File: src/rtl/rf_access_arbiter_pkg.sv
// Shared definitions for the register-file access arbiter.
// Holds the access-type encodings, the lock limit used when RF_ARB_LOCK_EN
// is defined, and small index helpers shared by the arbiter and its picker.
package rf_access_arbiter_pkg;

  // Access type carried on req_we.
  localparam logic RF_ARB_OP_READ  = 1'b0;
  localparam logic RF_ARB_OP_WRITE = 1'b1;

  // Maximum consecutive grants a locked requester may hold.
  localparam int RF_ARB_LOCK_MAX = 8;
  localparam int RF_ARB_LOCK_CW  = 4;

  // LSB position of field idx in a packed vector of w-bit fields.
  function automatic int fld_lsb(input int idx, input int w);
    return idx * w;
  endfunction

  // Next index in a ring of n entries.
  function automatic int wrap_inc(input int idx, input int n);
    return (idx + 1 >= n) ? 0 : idx + 1;
  endfunction

  // Circular distance from start to idx in a ring of n entries.
  function automatic int ring_dist(input int idx, input int start, input int n);
    return (idx + 2 * n - start) % n;
  endfunction

endpackage

File: src/rtl/rf_access_arbiter_rr_priority_picker.sv
// Round-robin priority picker: the first set request at or after the pointer
// (wrapping) wins. Purely combinational so other arbiters can reuse it.
module rr_priority_picker
  import rf_access_arbiter_pkg::*;
#(
  parameter int NUM_REQ = 3,
  localparam int IDW = $clog2(NUM_REQ)
) (
  input  logic [NUM_REQ-1:0] req,
  input  logic [IDW-1:0]     ptr,
  output logic [NUM_REQ-1:0] grant,
  output logic [IDW-1:0]     winner,
  output logic               any
);

  // Pick the request with the smallest circular distance from the pointer.
  always_comb begin
    int best_d;
    int d;
    best_d = NUM_REQ;
    d      = 0;
    winner = '0;
    any    = 1'b0;
    for (int j = 0; j < NUM_REQ; j++) begin
      d = ring_dist(j, int'(ptr), NUM_REQ);
      if (req[j] && d < best_d) begin
        best_d = d;
        winner = IDW'(j);
        any    = 1'b1;
      end
    end
    grant = '0;
    for (int j = 0; j < NUM_REQ; j++) begin
      grant[j] = any && (winner == IDW'(j));
    end
  end

endmodule

File: src/rtl/rf_access_arbiter.sv
// Register-file access arbiter: round-robin sharing of one array port between
// NUM_REQ requesters, a registered array-drive stage and a registered read
// response stage. Optional macro RF_ARB_LOCK_EN adds req_lock, letting a
// granted requester keep priority for up to RF_ARB_LOCK_MAX grants.
module rf_access_arbiter
  import rf_access_arbiter_pkg::*;
#(
  parameter int WIDTH   = 32,
  parameter int LENGTH  = 16,
  parameter int NUM_REQ = 3,
  localparam int AW  = $clog2(LENGTH),
  localparam int IDW = $clog2(NUM_REQ)
) (
  input  logic                     clk,
  input  logic                     rst,
  input  logic [NUM_REQ-1:0]       req_valid,
  input  logic [NUM_REQ-1:0]       req_we,
  input  logic [NUM_REQ*AW-1:0]    req_addr,
  input  logic [NUM_REQ*WIDTH-1:0] req_wdata,
`ifdef RF_ARB_LOCK_EN
  input  logic [NUM_REQ-1:0]       req_lock,
`endif
  output logic [NUM_REQ-1:0]       req_ready,
  output logic                     rsp_valid,
  output logic [IDW-1:0]           rsp_id,
  output logic [WIDTH-1:0]         rsp_rdata,
  output logic [AW-1:0]            rf_addr,
  output logic                     rf_we,
  output logic [WIDTH-1:0]         rf_wdata,
  input  logic [WIDTH-1:0]         rf_rdata
);

  logic [IDW-1:0]     ptr;
  logic [IDW-1:0]     ptr_next;
  logic [NUM_REQ-1:0] grant;
  logic [IDW-1:0]     winner;
  logic               any_req;
  logic               gnt;
  logic               sel_we;
  logic [AW-1:0]      sel_addr;
  logic [WIDTH-1:0]   sel_wdata;

  logic               vld_p1;
  logic               we_p1;
  logic [IDW-1:0]     id_p1;
  logic [AW-1:0]      addr_p1;
  logic [WIDTH-1:0]   wdata_p1;

  logic               vld_p2;
  logic [IDW-1:0]     id_p2;
  logic [WIDTH-1:0]   rdata_p2;

  rr_priority_picker #(.NUM_REQ(NUM_REQ)) u_picker (
    .req    (req_valid),
    .ptr    (ptr),
    .grant  (grant),
    .winner (winner),
    .any    (any_req)
  );

  // Grant is visible in the request cycle; nothing is granted while in reset.
  always_comb begin
    gnt       = any_req && !rst;
    req_ready = rst ? '0 : grant;
    sel_we    = req_we[winner];
    sel_addr  = req_addr[fld_lsb(int'(winner), AW) +: AW];
    sel_wdata = req_wdata[fld_lsb(int'(winner), WIDTH) +: WIDTH];
  end

`ifdef RF_ARB_LOCK_EN
  logic [RF_ARB_LOCK_CW-1:0] lock_cnt;
  logic [RF_ARB_LOCK_CW-1:0] lock_cnt_next;
  logic [RF_ARB_LOCK_CW-1:0] lock_base;
  logic                      lock_hold;
  logic                      lock_hold_next;

  // A locked winner keeps the pointer until its run reaches the lock limit.
  always_comb begin
    ptr_next       = IDW'(wrap_inc(int'(winner), NUM_REQ));
    lock_cnt_next  = '0;
    lock_hold_next = 1'b0;
    lock_base      = (lock_hold && winner == ptr) ? lock_cnt : '0;
    if (gnt && req_lock[winner] &&
        lock_base < RF_ARB_LOCK_CW'(RF_ARB_LOCK_MAX - 1)) begin
      ptr_next       = winner;
      lock_cnt_next  = lock_base + 1'b1;
      lock_hold_next = 1'b1;
    end
  end

  // Lock run tracking; cleared whenever a cycle passes without a grant.
  always_ff @(posedge clk) begin
    if (rst) begin
      lock_cnt  <= '0;
      lock_hold <= 1'b0;
    end else begin
      lock_cnt  <= lock_cnt_next;
      lock_hold <= lock_hold_next;
    end
  end
`else
  // Pure round-robin: advance past the winner.
  always_comb begin
    ptr_next = IDW'(wrap_inc(int'(winner), NUM_REQ));
  end
`endif

  // Round-robin pointer; holds when nobody is requesting.
  always_ff @(posedge clk) begin
    if (rst) begin
      ptr <= '0;
    end else if (gnt) begin
      ptr <= ptr_next;
    end
  end

  // Stage 1: register the winning access and drive the array port.
  always_ff @(posedge clk) begin
    if (rst) begin
      vld_p1   <= 1'b0;
      we_p1    <= RF_ARB_OP_READ;
      id_p1    <= '0;
      addr_p1  <= '0;
      wdata_p1 <= '0;
    end else begin
      vld_p1 <= gnt;
      if (gnt) begin
        we_p1    <= sel_we;
        id_p1    <= winner;
        addr_p1  <= sel_addr;
        wdata_p1 <= sel_wdata;
      end
    end
  end

  always_comb begin
    rf_addr  = addr_p1;
    rf_wdata = wdata_p1;
    rf_we    = vld_p1 && (we_p1 == RF_ARB_OP_WRITE);
  end

  // Stage 2: capture asynchronous read data for a valid read.
  always_ff @(posedge clk) begin
    if (rst) begin
      vld_p2   <= 1'b0;
      id_p2    <= '0;
      rdata_p2 <= '0;
    end else begin
      vld_p2 <= vld_p1 && (we_p1 == RF_ARB_OP_READ);
      if (vld_p1 && (we_p1 == RF_ARB_OP_READ)) begin
        id_p2    <= id_p1;
        rdata_p2 <= rf_rdata;
      end
    end
  end

  always_comb begin
    rsp_valid = vld_p2;
    rsp_id    = id_p2;
    rsp_rdata = rdata_p2;
  end

endmodule

File: config.mk
export PLATFORM = sky130hd
export DESIGN_NAME = rf_access_arbiter
export DESIGN_NICKNAME = d
export VERILOG_FILES = /design/src/rtl/rf_access_arbiter_pkg.sv /design/src/rtl/rf_access_arbiter_rr_priority_picker.sv /design/src/rtl/rf_access_arbiter.sv
export SDC_FILE = /design/constraint.sdc
export NUM_CORES = 1
export LEC_CHECK = 0
export ABC_AREA = 1
export ABC_CLOCK_PERIOD_IN_PS = 10100
export CAP_MARGIN = 20
export CELL_PAD_IN_SITES_DETAIL_PLACEMENT = 1
export CELL_PAD_IN_SITES_GLOBAL_PLACEMENT = 2
export CORE_UTILIZATION = 20
export DETAILED_ROUTE_END_ITERATION = 8
export PLACE_DENSITY_LB_ADDON = 0.1
export SYNTH_ARGS = -nofsm -noshare
export SYNTH_HDL_FRONTEND = slang
export SYNTH_SLANG_ARGS = --single-unit
File: constraint.sdc
create_clock -name clk -period 10.1 [get_ports clk]
set_input_delay 2.525 -clock clk [delete_from_list [all_inputs] [get_ports clk]]
set_output_delay 2.525 -clock clk [all_outputs]
set_load 0.005 [all_outputs]
Figure 1. Signal wires by layer.
(2 px per micron) Only two layers are drawn.
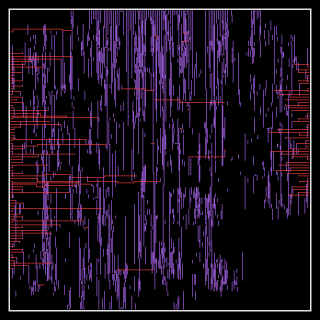
legend:
  metal 2:
    colour: purple
    wire_length: 8,850 microns
  metal 3:
    colour: red
    wire_length: 1,470 microns
total number of vias: 4,944
GR Util All Layers: 16.17%

Figure 2. Placed standard cells.
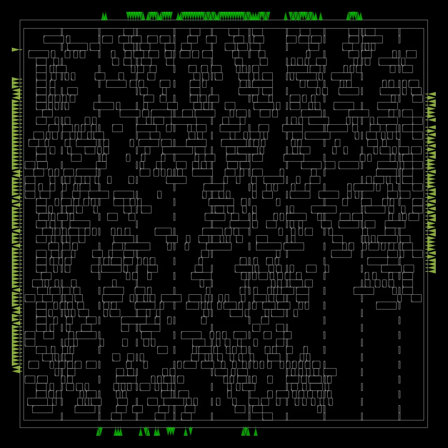
TAP cells: 275
sequential portion of the cell area: 21.61%
Core Footprint: 21,220 sq um
fin cells: 1,128
flop count: 77

==> flow_summary.toml <==
# synthesis and place-and-route metrics
[status]
outcome = "complete, no violations"

[setup_path]
r2r-start = "ptr[1]$_SDFFE_PP0P_"
crit_required_ns = 7.58
r2r_cells = 31
critical_path_buf_inv_count = 3
rr_endpoint = "rf_wdata[29]$_SDFFE_PP0P_"
rrSetupSlack_ns = 4.16
worstPathArrival_ns = 6.98
crit_path_end_kind = "output pin"
critical-path-max-stage-delay_ns = 0.52
crit_cells = 28
critical_path.top_delay_family = "simple AND/OR/NAND/NOR gates"
cp_max_fo = 16
crit_path_end = "req_ready[0]"

[floorplanning]
die_y_microns = 150.0
row_count = 53
fp_util_pct = 20.64
dieArea_sq_um = 22490
ios = 223
die_width_microns = 150.0

[global_route]
grt_max_degree = 46
globalRouteMet1Util_pct = 17.81
grt_pass1_vias = 5196
use_met2_pct = 29.14
grt_overflow_total = 0
grt_pass1_wl_microns = 27700
grt_util_met3_pct = 5.396
busiest_layer = "met2"

[place]
dp_hpwl_microns = 13470
gp_congestion = 0.8520
io_buffers = 222
dpl.cell_count = 1111
placed_area_sq_um = 6805

[timing]
setup_viol = 0
tightestPinTransition_ns = 0.9889
rsz0062_at_grt = "no"
fin_tns_setup_ns = 0
fin_crit_ns = 9.504
skew_ns = 0.007830
finalClockPeriodUsage_pct = 94.10
finalHoldViolCount = 0
max_freq_mhz = 105.2
slew_headroom_pct = 33.92

[detailed_routing]
drtPass1Iterations = 4
viasPerCell = 4.383
met3WireLength_microns = 1471
wl_per_cell_microns = 15.99
antenna_left = 0
drt-total-wl_microns = 18040

[synthesis]
yosys_warnings = 0
ys_ff = 77
ys_sh_simple_pct = 33.71
netlist_area_sq_um = 4379
ys_async_sr_fraction_pct = 0
synthCells = 643
edf_count = 0
ys_area_sq_um = 4379
ys_top_cells_by_count = "135 x nand2_1, 97 x nor2_1, 77 x dfxtp_1"
synthAdderAreaFrac_pct = 7.143
compound_area_share_pct = 13.91
top_logic_kind = "simple AND/OR/NAND/NOR gates"
top_cell_area_share_pct = 35.20
topCellsByArea = "dfxtp_1 35%, nand2_1 12%, nor2_1 8.3%"
synth-main-ff-cell = "dfxtp_1"
top_area_cell = "dfxtp_1"
xor_share_pct = 0

[pwr]
pwr-share-comb_pct = 57.0
p_sw_share_pct = 43.28
power-top-group = "combinational cells"
comb_power_uw = 1100
clk-power_uw = 338
pwr-share-seq_pct = 25.4
intPower_uw = 1091
switching_power_uw = 832.5
power_density_nw_per_um2 = 269.6
pg_seq_uw = 489
clockPowerShare_pct = 17.6
ir_drop_mv = 0.1212

[layout]
fin_nets = 1021
clkbuf_count = 9
fill_cells = 2618
final_cell_mix = "222 x clkdlybuf4s50_1, 135 x nand2_1, 96 x nor2_1, 77 x dfxtp_1, 54 x inv_1"
drive_above_1_share_pct = 5.627
signal_buffer_area_fraction_pct = 32.16
seq_area_sq_um = 1541
inverters = 61
clkCellAreaFrac_pct = 4.279
signal_buffers = 230
dominant_cells = "combinational gates"
diodes = 0
logic_area_sq_um = 2416

[clocking]
cts-root-buf = "clkbuf_16"
cts.path.max_buffers = 2
worstSkewPairLatency_ns = 0.34
cts_hold_buffers = 0
h-tree-depth = 3
cts.reportedPaths.clkPinSlew_ns = 0.07
cts_setup_buffers = 0

[hold_path]
holdCritPathClass = "reg2reg"
min_from = "rf_wdata[28]$_SDFFE_PP0P_"
whs_endpoint = "rf_wdata[28]$_SDFFE_PP0P_"

[flow_run]
drv_cap = 0
warning_count = 32
Figure 3. Logic cells by family.
(2 px per micron)
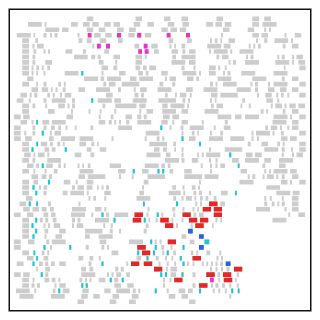
legend:
  AND-OR and OR-AND gates:
    colour: blue
    cells: 4
  inverters:
    colour: cyan
    cells: 61
  adder and majority cells:
    colour: red
    cells: 25
  AND and OR gates:
    colour: magenta
    cells: 11
    where: north
fraction of area in multi-input gates: 33.87%
most frequent logic cell in the layout: clkdlybuf4s50_1

No activity file was given, so power comes from the tool's default toggle rates.
